**config.mk**
```make
export PLATFORM = sky130hd
export DESIGN_NAME = julia_dispatch_rr
export DESIGN_NICKNAME = d
export VERILOG_FILES = /design/src/rtl/julia_dispatch_pkg.sv /design/src/rtl/julia_dispatch_rr_arbiter.sv /design/src/rtl/julia_dispatch_rr.sv
export SDC_FILE = /design/constraint.sdc
export NUM_CORES = 1
export LEC_CHECK = 0
export CORE_MARGIN = 1.5
export CORE_UTILIZATION = 25
export CTS_BUF_LIST = sky130_fd_sc_hd__clkbuf_4
export DETAILED_ROUTE_END_ITERATION = 6
export PLACE_DENSITY = 0.4
export SLEW_MARGIN = 20
export SYNTH_ARGS = -nofsm -noshare
export SYNTH_HDL_FRONTEND = slang
export SYNTH_SLANG_ARGS = --single-unit
```
**constraint.sdc**
```tcl
create_clock -name clk -period 4.5 [get_ports clk]
set_input_delay 0.675 -clock clk [delete_from_list [all_inputs] [get_ports clk]]
set_output_delay 0.675 -clock clk [all_outputs]
set_load 0.005 [all_outputs]
```
**src/rtl/julia_dispatch_pkg.sv**
```systemverilog
// Shared types and default frame geometry for the Julia pixel dispatcher.
package julia_dispatch_pkg;

  // Dispatcher FSM states.
  typedef enum logic [1:0] {
    ST_IDLE  = 2'd0,
    ST_RUN   = 2'd1,
    ST_DRAIN = 2'd2,
    ST_DONE  = 2'd3
  } state_e;

  // Default 640x480 frame geometry.
  localparam int FRAME_X_MAX = 639;
  localparam int FRAME_Y_MAX = 479;
  localparam int COORD_W     = 10;

endpackage

```
**src/rtl/julia_dispatch_rr_arbiter.sv**
```systemverilog
// Combinational round-robin arbiter: searches upward from ptr+1 with wrap
// and returns the first requesting channel as one-hot and encoded index.
// The pointer itself is stored by the parent.
module rr_arbiter #(
  parameter int N  = 16,
  parameter int IW = $clog2(N)
) (
  input  logic [N-1:0]  req,
  input  logic [IW-1:0] ptr,
  output logic [N-1:0]  gnt,
  output logic [IW-1:0] idx
);

  logic found;
  int   k;

  // Scan N candidates starting just after ptr; first hit wins.
  always_comb begin
    gnt   = '0;
    idx   = '0;
    found = 1'b0;
    k     = 0;
    for (int i = 1; i <= N; i++) begin
      k = (int'(ptr) + i) % N;
      if (!found && req[IW'(k)]) begin
        found         = 1'b1;
        gnt[IW'(k)]   = 1'b1;
        idx           = IW'(k);
      end
    end
  end

endmodule

```
**src/rtl/julia_dispatch_rr.sv**
```systemverilog
// Julia renderer pixel dispatcher: walks the frame in raster order and hands
// one (x,y) per cycle to a ready worker chosen round-robin.
// Optional stall counter enabled by defining JULIA_DISPATCH_PERF_EN.
//
// Handshake: a worker raises jw_dp_ready[i] when it can take a pixel. A grant
// is a one-cycle pulse on dp_jw_start[i] with dp_x/dp_y valid in that same
// cycle. The worker must drop ready no later than the cycle after it sees its
// start and keep it low until the pixel is finished; the dispatcher masks the
// worker granted in the current cycle so that one-cycle lag never double-grants.
module julia_dispatch_rr
  import julia_dispatch_pkg::*;
#(
  parameter int NUM_WORKERS = 16,
  parameter int X_W         = COORD_W,
  parameter int Y_W         = COORD_W,
  parameter int X_MAX       = FRAME_X_MAX,
  parameter int Y_MAX       = FRAME_Y_MAX
) (
  input  logic                   clk,
  input  logic                   n_rst,
  input  logic                   start,
  input  logic                   abort,
  input  logic [NUM_WORKERS-1:0] jw_dp_ready,
  output logic [NUM_WORKERS-1:0] dp_jw_start,
  output logic [X_W-1:0]         dp_x,
  output logic [Y_W-1:0]         dp_y,
  output logic                   busy,
  output logic                   frame_done,
  output logic [31:0]            stall_cnt,
  output state_e                 dbg_state
);

  localparam int PW = $clog2(NUM_WORKERS);

  state_e                 state_q, state_d;
  logic [X_W-1:0]         cnt_x_q, cnt_x_d;
  logic [Y_W-1:0]         cnt_y_q, cnt_y_d;
  logic [PW-1:0]          ptr_q, ptr_d;
  logic [NUM_WORKERS-1:0] start_q, start_d;
  logic [X_W-1:0]         dp_x_q, dp_x_d;
  logic [Y_W-1:0]         dp_y_q, dp_y_d;
  logic                   busy_q, busy_d;
  logic                   done_q, done_d;

  logic [NUM_WORKERS-1:0] eligible;
  logic [NUM_WORKERS-1:0] gnt;
  logic [PW-1:0]          gnt_idx;
  logic                   grant_ok;
  logic                   last_px;
  logic                   accept;

  // Worker granted this cycle still shows ready; exclude it.
  assign eligible = jw_dp_ready & ~start_q;
  assign last_px  = (cnt_x_q == X_W'(X_MAX)) && (cnt_y_q == Y_W'(Y_MAX));
  assign grant_ok = (state_q == ST_RUN) && !abort && (eligible != '0);
  assign accept   = (state_q == ST_IDLE) && start && !abort;

  rr_arbiter #(.N(NUM_WORKERS), .IW(PW)) u_arb (
    .req (eligible),
    .ptr (ptr_q),
    .gnt (gnt),
    .idx (gnt_idx)
  );

  // State register.
  always_ff @(posedge clk or negedge n_rst) begin
    if (!n_rst) state_q <= ST_IDLE;
    else        state_q <= state_d;
  end

  // Next-state logic; abort overrides every transition.
  always_comb begin
    state_d = state_q;
    case (state_q)
      ST_IDLE:  if (accept) state_d = ST_RUN;
      ST_RUN:   if (grant_ok && last_px) state_d = ST_DRAIN;
      ST_DRAIN: if ((&jw_dp_ready) && (start_q == '0)) state_d = ST_DONE;
      ST_DONE:  state_d = ST_IDLE;
      default:  state_d = ST_IDLE;
    endcase
    if (abort) state_d = ST_IDLE;
  end

  // Output/datapath next values: grant, coordinates, pointer and pixel counter.
  always_comb begin
    start_d = '0;
    dp_x_d  = dp_x_q;
    dp_y_d  = dp_y_q;
    ptr_d   = ptr_q;
    cnt_x_d = cnt_x_q;
    cnt_y_d = cnt_y_q;
    if (accept) begin
      cnt_x_d = '0;
      cnt_y_d = '0;
    end else if (grant_ok) begin
      start_d = gnt;
      dp_x_d  = cnt_x_q;
      dp_y_d  = cnt_y_q;
      ptr_d   = gnt_idx;
      // Counter parks on the last pixel; it is cleared on the next start.
      if (!last_px) begin
        if (cnt_x_q == X_W'(X_MAX)) begin
          cnt_x_d = '0;
          cnt_y_d = cnt_y_q + Y_W'(1);
        end else begin
          cnt_x_d = cnt_x_q + X_W'(1);
        end
      end
    end
    busy_d = (state_d == ST_RUN) || (state_d == ST_DRAIN);
    done_d = (state_d == ST_DONE);
  end

  // Registered outputs and datapath state.
  always_ff @(posedge clk or negedge n_rst) begin
    if (!n_rst) begin
      start_q <= '0;
      dp_x_q  <= '0;
      dp_y_q  <= '0;
      ptr_q   <= PW'(NUM_WORKERS - 1);
      cnt_x_q <= '0;
      cnt_y_q <= '0;
      busy_q  <= 1'b0;
      done_q  <= 1'b0;
    end else begin
      start_q <= start_d;
      dp_x_q  <= dp_x_d;
      dp_y_q  <= dp_y_d;
      ptr_q   <= ptr_d;
      cnt_x_q <= cnt_x_d;
      cnt_y_q <= cnt_y_d;
      busy_q  <= busy_d;
      done_q  <= done_d;
    end
  end

`ifdef JULIA_DISPATCH_PERF_EN
  logic [31:0] stall_q, stall_d;

  // Saturating count of RUN cycles with nobody eligible; cleared on start.
  always_comb begin
    stall_d = stall_q;
    if (accept)
      stall_d = '0;
    else if ((state_q == ST_RUN) && (eligible == '0) && (stall_q != '1))
      stall_d = stall_q + 32'd1;
  end

  // Stall counter register.
  always_ff @(posedge clk or negedge n_rst) begin
    if (!n_rst) stall_q <= '0;
    else        stall_q <= stall_d;
  end

  assign stall_cnt = stall_q;
`else
  assign stall_cnt = '0;
`endif

  assign dp_jw_start = start_q;
  assign dp_x        = dp_x_q;
  assign dp_y        = dp_y_q;
  assign busy        = busy_q;
  assign frame_done  = done_q;
  assign dbg_state   = state_q;

endmodule

```
Fig. 1: run 1, cell density map
The die is cut into 17 by 17 equal tiles; white is low, dark blue is high, 0 to 100% covered.
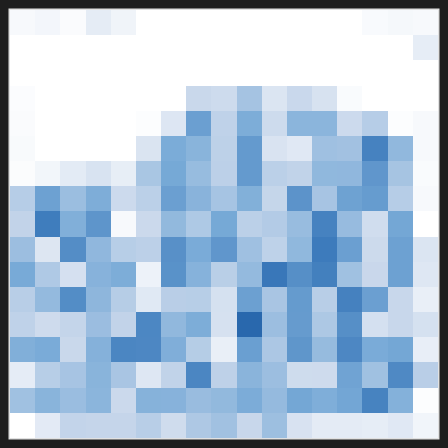
0.30% of the tiles are over 75% full. 23% of the tiles are nearly empty. The fullest tile reaches 78%. The mean over all tiles is 27%.
Floorplan Utilization: 25.5%
Layout Utilization: 30.4%
CORE AREA: 0.0270 mm^2

Fig. 2: run 1, the metal 1 layer
Supply wires on this layer in grey.
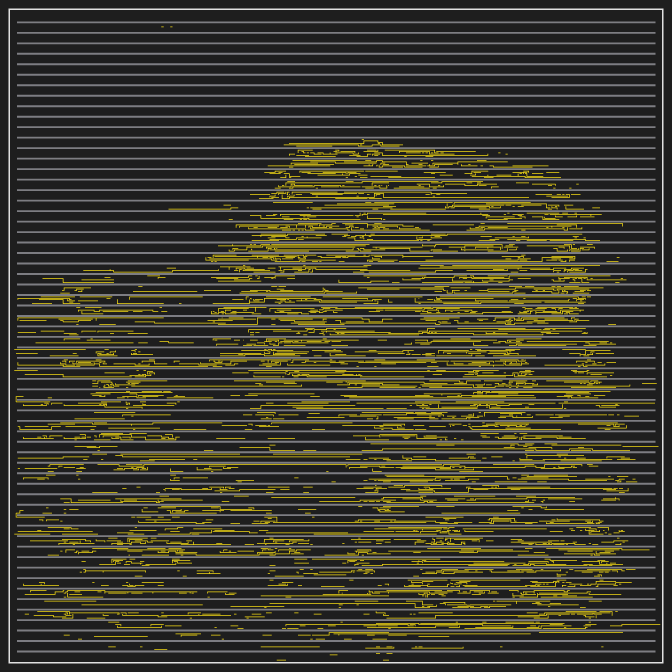
The layer carries 12,200 um of wire. The longest straight run is 58.9 um.
wirelength, routed: 28.1 mm
routed via count: 6,761

Fig. 3: run 1, placed cells, one colour a class
Bar = 50 um. Fill, decap, tap and diode cells in grey.
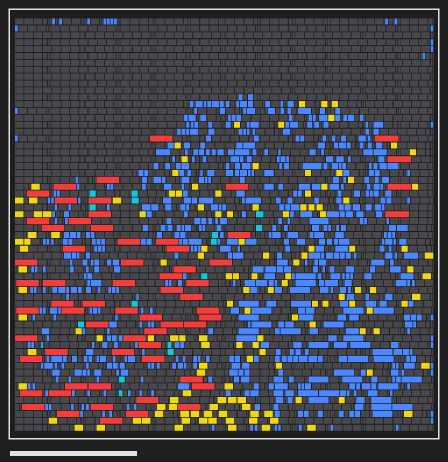
Key: cyan = clock drivers and dummy loads [cells 15, share of their area 1.4%]; yellow = other buffers and delay cells [cells 137, share of their area 15%]; red = flip-flops [cells 64, share of their area 21%]; blue = all other logic [cells 689, share of their area 63%]
Seq area share: 19.6%
final instance area: 0.00821 mm^2
row count: 60

Fig. 4: run 1, the metal 4 layer
Bar = 50 um. Supply wires on this layer in grey. Cells faint in the background.
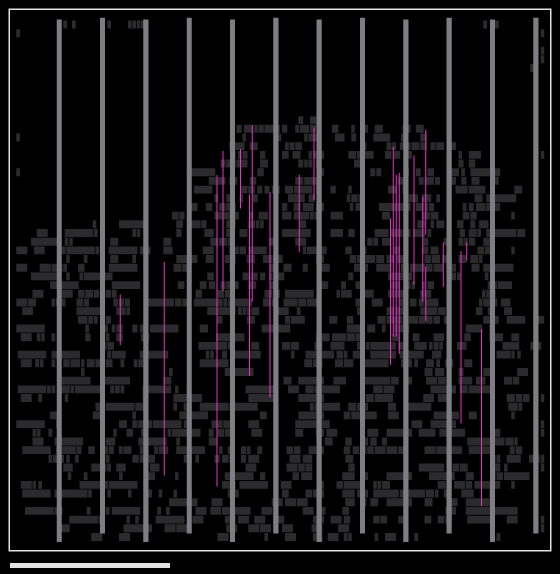
22 nets have wire on it. The layer carries 925 um of wire. The longest straight run is 97.2 um. The layer holds 3.3% of the routed length. The wires run mostly vertical.

## run 1: worst reg2reg max path, cell delays in order, from the launching register on
cell and delay, ns:
dfstp_2 0.55, buf_4 0.30, ha_1 0.38, xnor2_1 0.22, buf_4 0.28, mux4_2 0.41, mux2_2 0.36, nor4_1 0.68
nand4_1 0.31, buf_4 0.23, o32ai_1 0.17, a211oi_1 0.08, a31oi_1 0.30
## run 1: Yosys cell counts (6+ instances only)
master | n | area (um^2)
mux2i_1 | 22 | 220
nand4_1 | 20 | 125
a31oi_1 | 13 | 81.3
nor2_1 | 61 | 229
nor3_1 | 28 | 140
o31ai_1 | 8 | 60.1
ha_1 | 18 | 225
dfrtp_1 | 60 | 1500
nand2b_1 | 11 | 68.8
and2_1 | 9 | 56.3
clkbuf_1 | 29 | 109
a21oi_1 | 22 | 110
mux2_2 | 7 | 78.8
buf_6 | 8 | 90.1
buf_2 | 13 | 65.1
inv_1 | 12 | 45.0
nor2b_1 | 20 | 125
buf_4 | 33 | 248
o21ai_0 | 25 | 125
o211ai_1 | 6 | 45.0
xnor2_1 | 11 | 96.3
nor4_1 | 18 | 113
nand3_1 | 28 | 140
a22oi_1 | 8 | 60.1
o22ai_1 | 9 | 56.3
mux4_2 | 32 | 721
xor2_1 | 11 | 96.3
nand2_1 | 118 | 443
and3_1 | 18 | 113
or3_1 | 9 | 56.3
## run 1: per-layer routing
metal	routed length (um)	track usage [%]	up-vias	share of wire [%]
li1	-	-	3142	-
met1	12200	26.1	3299	43
met2	13200	32.6	270	47
met3	1720	3.65	50	6.1
met4	924	7.00	0	3.3
met5	0	0	-	0
## run 1: report_power, final
group	internal [mW]	switching [mW]
combinational	2.08	3.42
clock	0.117	0.228
sequential	0.636	0.0744
total	2.83	3.73
==> impl_metrics.yaml, run 1 <==
# implementation run metrics
synth:
  synth_top_flop_cell: "dfrtp_1"
  top_logic_kind: "simple AND/OR/NAND/NOR gates"
  ys_sh_adder_pct: 3.26
  synth-edff-count: 0
  synthAoiAreaFrac_pct: 17.2
  yosysWarnings: 0
  seq_area_frac_synth_pct: 23.3
  numSynthFlops: 64
  synth_stat.cells: 809
  synth_area_per_cell_um2: 8.53
  yosys.cell_types.count: 95
  syn_inst: 809
  synthArstFlopShare_pct: 100
  mux_area_share_pct: 16.2
  ys_area_mm2: 0.00690
cts:
  ctsResizeCount: 0
  cts_buffer_depth: 2
  cts_tree: "yes"
  clkLatencyLatePin_ns: 0.43
  cts_buffers: 9
  cts_root_buf: "clkbuf_4"
  cts_num_sinks: 64
final_layout:
  final_cell_mix: "nand2_1 (118), buf_4 (79), nor2_1 (61)"
  final.fill_count: 2950
  lay_top_count: "nand2_1"
  area_growth_pct: 18.9
  drive_above_1_share_pct: 19.7
  largestClassByArea: "multi-input combinational cells"
  nonClkBufAreaFrac_pct: 14.3
  nClkBuffers: 10
  finalNetCount: 939
  logic_gate_count: 673
  logic_area_mm2: 0.00483
  seq_cells: 64
  signal_buffers: 137
  diodes: 0
worst_setup_path:
  cp.arrival_ns: 4.70
  slowest_stage: "nor4_1"
  crit_cells: 12
  cp-endpoint: "dp_jw_start[6]$_DFF_PN0_"
  cp_data_required_time_ns: 4.80
  end_kind: "flip-flop"
  cp_top_family: "simple AND/OR/NAND/NOR gates"
  crit_chain: "buf_4, ha_1, xnor2_1, buf_4, mux4_2, mux2_2, nor4_1, nand4_1, buf_4, o32ai_1, a211oi_1, a31oi_1"
  critPathBufInv: 3
  cp_max_fo: 26
  r2r_end: "dp_jw_start[6]$_DFF_PN0_"
  cp_slowest_stage_delay_ns: 0.68
  r2r_start: "ptr_q[1]$_DFFE_PN1P_"
detailed_routing:
  avgRoutedWirePerCell_um: 22.5
  drc: 0
  vias_per_cell: 5.43
  first_pass_iters: 6
  detail-route-antenna-nets: 0
  drt_iter0_markers: 532
final_timing:
  slew_viol_final: 0
  finalClockSkew_ns: 0.0229
  tns_ns: 0
  finalSetupViolations: 0
  layout_setup_ws_ns: 0.102
  hold_ws_ns: 0.349
  worstMarginPinSlew_ns: 0.867
  fmax_mhz: 227
  fin_crit_sh_pct: 97.7
place:
  place_congestion: 0.966
  dpl.hpwl_mm: 21.8
  place_area_mm2: 0.00809
  place_inst: 1231
  port_buffers: 59
global_route:
  grt_pass1_wl_mm: 42.7
  grt_pass1_vias: 6810
  antenna_found_initial: 0
  grt_max_degree: 65
  gr-total-overflow: 0
floorplanning:
  die-area_mm2: 0.0286
  well_tap_count: 341
  ios: 92
run_status:
  status: "complete, no violations"
power:
  fin_total_pwr_mw: 6.55
  power.leakage_nw: 3.34
flow_run:
  warnings: 38
==> run 2, diff against run 1 <==
--- a/config.mk
+++ b/config.mk
@@ -5,6 +5,7 @@
 export SDC_FILE = /design/constraint.sdc
 export NUM_CORES = 1
 export LEC_CHECK = 0
+export CORE_ASPECT_RATIO = 0.6
 export CORE_MARGIN = 1.5
 export CORE_UTILIZATION = 25
 export CTS_BUF_LIST = sky130_fd_sc_hd__clkbuf_4
Fig. 5: run 2, the metal 1 layer
Supply wires on this layer in grey.
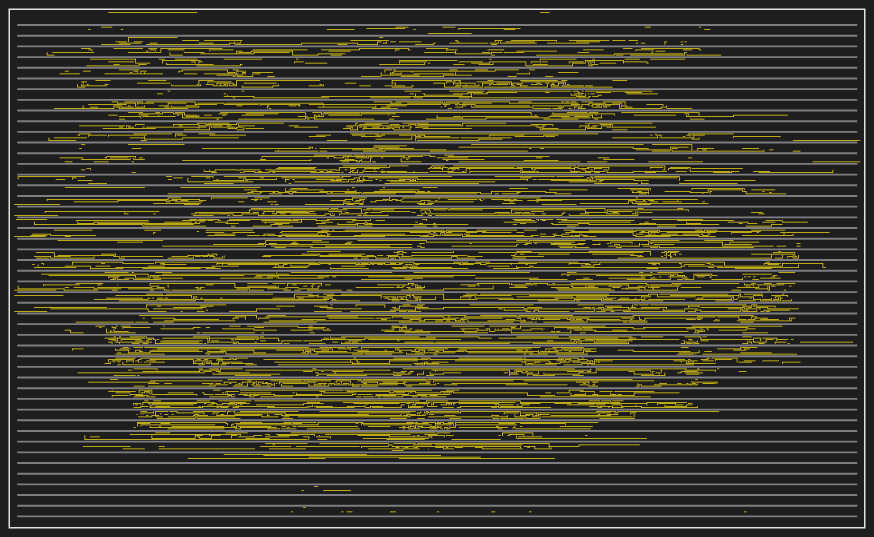
The wires run mostly horizontal. The layer holds 53% of the routed length. 882 nets have wire on it. The longest straight run is 56.6 um. The layer carries 16,500 um of wire.
wirelength, routed: 31.3 mm
routed via count: 7,101
met1 Use GR: 37.4%

==> run 2 against run 1 <==
Global-route usage up 2.0 points. Non-clock buffer count grew 32. Largest power group unchanged. Cell count up 4.3%. Flip-flop count is the same. First-iteration DRC count grew 66%.
==> impl_metrics.yaml, run 2 <==
# implementation run metrics
global_route:
  grt_pass1_wl_mm: 45.8
  grt_max_degree: 65
  antenna_found_initial: 1
synth:
  seq_area_frac_synth_pct: 23.3
  synth_stat.cells: 809
  synth_area_per_cell_um2: 8.53
  synth.area.top_cells: "dfrtp_1 (22%), mux4_2 (10%), nand2_1 (6.4%)"
  numSynthFlops: 64
  yosys.cell_types.count: 95
  ys_area_mm2: 0.00690
  post-synth-top-area-cell: "dfrtp_1"
  yosysWarnings: 0
  synth-edff-count: 0
final_layout:
  finalNetCount: 971
  lay_top_count: "nand2_1"
  design_area_mm2: 0.00855
  final.fill_count: 2871
  drive_above_1_share_pct: 22.4
  final_cell_mix: "nand2_1 (118), buf_4 (109), nor2_1 (61)"
  logic_area_mm2: 0.00483
worst_setup_path:
  cp_data_required_time_ns: 4.93
  crit_cells: 14
  r2r_end: "dp_jw_start[5]$_DFF_PN0_"
  cp.arrival_ns: 4.79
  cp_max_fo: 7
  critPathBufInv: 5
  r2r_start: "ptr_q[1]$_DFFE_PN1P_"
  cp-endpoint: "dp_jw_start[5]$_DFF_PN0_"
  end_kind: "flip-flop"
  crit_chain: "clkinv_1, ha_1, xor2_1, buf_4, mux4_2, a221o_1, nor2_2, buf_4, nand2_4, buf_4, nor4_2, nor4_1, a31oi_1, buf_4"
final_timing:
  fin_crit_sh_pct: 97.0
  finalSetupViolations: 0
  hold_ws_ns: 0.291
  finalClockSkew_ns: 0.0174
  slew_viol_final: 0
  fmax_mhz: 229
  worstMarginPinSlew_ns: 1.08
floorplanning:
  die-area_mm2: 0.0286
  core-area_mm2: 0.0268
  ios: 92
  core.rowCount: 46
  fp-utilization_pct: 25.8
power:
  combPwrFrac_pct: 83.4
  p_int_mw: 3.20
  power_frac_seq_pct: 9.9
  clkPwrFrac_pct: 6.7
  fin_total_pwr_mw: 7.21
  power.leakage_nw: 3.53
place:
  dpl.hpwl_mm: 24.8
  port_buffers: 59
  place_area_mm2: 0.00838
cts:
  ctsResizeCount: 0
  cts_tree: "yes"
  cts_buffers: 9
  cts_root_buf: "clkbuf_4"
  cts_num_sinks: 64
  cts_buffer_depth: 2
run_status:
  status: "complete, no violations"
detailed_routing:
  first_pass_iters: 5
  detail-route-antenna-nets: 0
  vias_per_cell: 5.47
  drt_iter0_markers: 881
  avgRoutedWirePerCell_um: 24.1
-- run 2: worst register-to-register path, delay by kind of cell, from the launching register on --
family                     cells  cell delay (ns)
muxes                          1             0.33
buffers and inverters          5             0.89
and+or+nand+nor                4             0.77
adders and majority gates      1             0.27
xor gates and xnor gates       1             0.70
AOI/OAI and AO/OA              2             0.81
DFF                            1             0.55
-- run 2: cell type report --
| class | instances | area share [%] |
|---|---|---|
| Multi-Input combinational cell | 673 | 56.4 |
| Antenna cell | 1 | 0.0293 |
| Inverter | 16 | 0.732 |
| Sequential cell | 64 | 18.8 |
| Clock buffer | 11 | 0.966 |
| Timing Repair Buffer | 169 | 16.8 |
| Clock inverter | 5 | 0.951 |
| Tap cell | 360 | 5.27 |
-- run 2: cells by family (layout without fill, tap and decap cells) --
logic type               count (synthesis)  in the layout  share of synthesized area, %
flip-flops                              64             64                          23.3
AND-OR/OR-AND                          159            159                          17.2
XOR/XNOR                                24             24                          3.26
adder cells (fa/ha/maj)                 18             18                          3.26
multiplexers                            68             68                          16.2
other                                    1             33                        0.0544
AND/OR/NAND/NOR                        372            372                          28.2
buffers and inverters                  103            201                          8.54
-- run 2: power by group through the flow --
stage	sequential, mW	clock [mW]	combinational [mW]
detailed placement	0.719	0	5.80
global route	0.716	0.523	6.32
CTS	0.708	0.503	5.83
finish	0.710	0.483	6.01
global placement	0.721	0	5.95
floorplan	0.689	0	3.57
-- run 2: metal layers --
| metal | vias to the layer above | share of wire [%] | wire (um) | track usage (%) |
|---|---|---|---|---|
| li1 | 3221 | - | - | - |
| met3 | 24 | 12 | 3920 | 7.82 |
| met1 | 3424 | 53 | 16500 | 37.4 |
| met4 | 0 | 1.2 | 375 | 4.05 |
| met2 | 432 | 34 | 10500 | 23.7 |
| met5 | - | 0 | 0 | 0 |
==> run 3, diff against run 2 <==
--- a/config.mk
+++ b/config.mk
@@ -6,11 +6,12 @@
 export NUM_CORES = 1
 export LEC_CHECK = 0
 export CORE_ASPECT_RATIO = 0.6
-export CORE_MARGIN = 1.5
+export CORE_MARGIN = 2
 export CORE_UTILIZATION = 25
 export CTS_BUF_LIST = sky130_fd_sc_hd__clkbuf_4
 export DETAILED_ROUTE_END_ITERATION = 6
-export PLACE_DENSITY = 0.4
+export DONT_BUFFER_PORTS = 1
+export PLACE_DENSITY_LB_ADDON = 0.25
 export SLEW_MARGIN = 20
 export SYNTH_ARGS = -nofsm -noshare
 export SYNTH_HDL_FRONTEND = slang
Fig. 6: run 3, congestion heat map
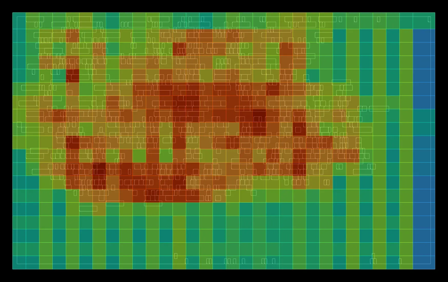
GR Util All Layers: 20.3%
met3 Resource Use GR: 10.3%
drt wl/cell: 24.5 um
Layout Utilization: 27.9%

==> run 3 against run 2 <==
Highest routed layer unchanged. Worst hold slack worse by 0.25 ns. Die size up 1.2%. Clock skew is 0.0090 ns higher. Clock-buffer cell count down 1. Sequential share of layout area up 2.3 points. Sequential power decreased by 2%. Clock power up 3%. Core utilization shrank 4.1 points. First-iteration DRC count up 25%.
==> impl_metrics.yaml, run 3 <==
# implementation run metrics
detailed_routing:
  drt-total-wl_mm: 29.4
  detail-route-antenna-nets: 0
  met2_length_mm: 10.2
  wl_met3_mm: 4.74
cts:
  cts_root_buf: "clkbuf_4"
  cts_buffers: 9
worst_setup_path:
  cp.arrival_ns: 4.77
  crit_chain: "clkinv_1, ha_1, buf_4, nor4bb_1, nor4_1, mux2_2, o21a_1, nor3b_2, nand3_2, o21ai_0, buf_4, a2111oi_0, a31oi_1"
  cp_data_required_time_ns: 4.85
  critPathBufInv: 3
  cp_max_fo: 16
  crit_cells: 13
final_layout:
  diodes: 0
  area_growth_pct: 10.4
  lay_top_count: "nand2_1"
  finalNetCount: 864
  drive_above_1_share_pct: 19.5
  final.fill_count: 2940
  design_area_mm2: 0.00762
flow_run:
  warnings: 38
synth:
  synth.area.top_cells: "dfrtp_1 (22%), mux4_2 (10%), nand2_1 (6.4%)"
  numSynthFlops: 64
  synth_area_per_cell_um2: 8.53
  top_cell: "nand2_1"
global_route:
  antenna_found_initial: 0
  use_met2_pct: 22.2
  gr-total-overflow: 0
  busiest_layer: "met1"
  grt_pass1_vias: 6243
final_timing:
  worstMarginPinSlew_ns: 1.11
  finalSetupViolations: 0
  tns_ns: 0
run_status:
  status: "complete, no violations"
floorplanning:
  core.rowCount: 47
power:
  power.leakage_nw: 3.09
place:
  dpl.hpwl_mm: 22.8
[run 3: area by class of cell]
| class | instances | area (um^2) | area share [%] |
|---|---|---|---|
| clock buffer | 10 | 75.1 | 0.985 |
| clock inverter | 6 | 91.3 | 1.20 |
| inverter | 16 | 62.6 | 0.821 |
| multi-input combinational | 673 | 4830 | 63.3 |
| sequential | 64 | 1610 | 21.1 |
| tap | 367 | 459 | 6.03 |
| timing repair buffer | 62 | 498 | 6.54 |
[run 3: repair_timing]
action,in CTS,in global routing
gates resized,0,2
endpoints found under the setup margin,0,3
hold endpoints to repair,64,0
hold buffers,1,0
[run 3: power breakdown]
| group | total, mW | internal [mW] | leakage, nW | switching (mW) |
|---|---|---|---|---|
| sequential | 0.694 | 0.635 | 0.872 | 0.0590 |
| clock | 0.497 | 0.235 | 0.0914 | 0.262 |
| combinational | 5.63 | 2.02 | 2.12 | 3.62 |
| total | 6.83 | 2.89 | 3.09 | 3.94 |
[run 3: how the worst min path moves through the flow]
stage | depth (start not counted) | slack, ns | end
after floorplan | 0 | 0.38 | busy$_DFF_PN0_
after global placement | 0 | 0.39 | dp_jw_start[4]$_DFF_PN0_
after detailed placement | 0 | 0.39 | dp_jw_start[4]$_DFF_PN0_
after CTS | 1 | 0.04 | dp_jw_start[4]$_DFF_PN0_
after global routing | 1 | 0.06 | dp_x[1]$_DFFE_PN0P_
final | 1 | 0.04 | dp_x[2]$_DFFE_PN0P_
[run 3: cell families (layout without fill, tap and decap cells)]
logic type,count (synthesis),count (layout),synth area share (%)
xor gates and xnor gates,24,24,3.26
muxes,68,68,16.2
DFF,64,64,23.3
and+or+nand+nor,372,372,28.2
adders and majority gates,18,18,3.26
AOI/OAI and AO/OA,159,159,17.2
buffers and inverters,103,94,8.54
other,1,32,0.0544
No activity file was given, so power comes from the tool's default toggle rates.
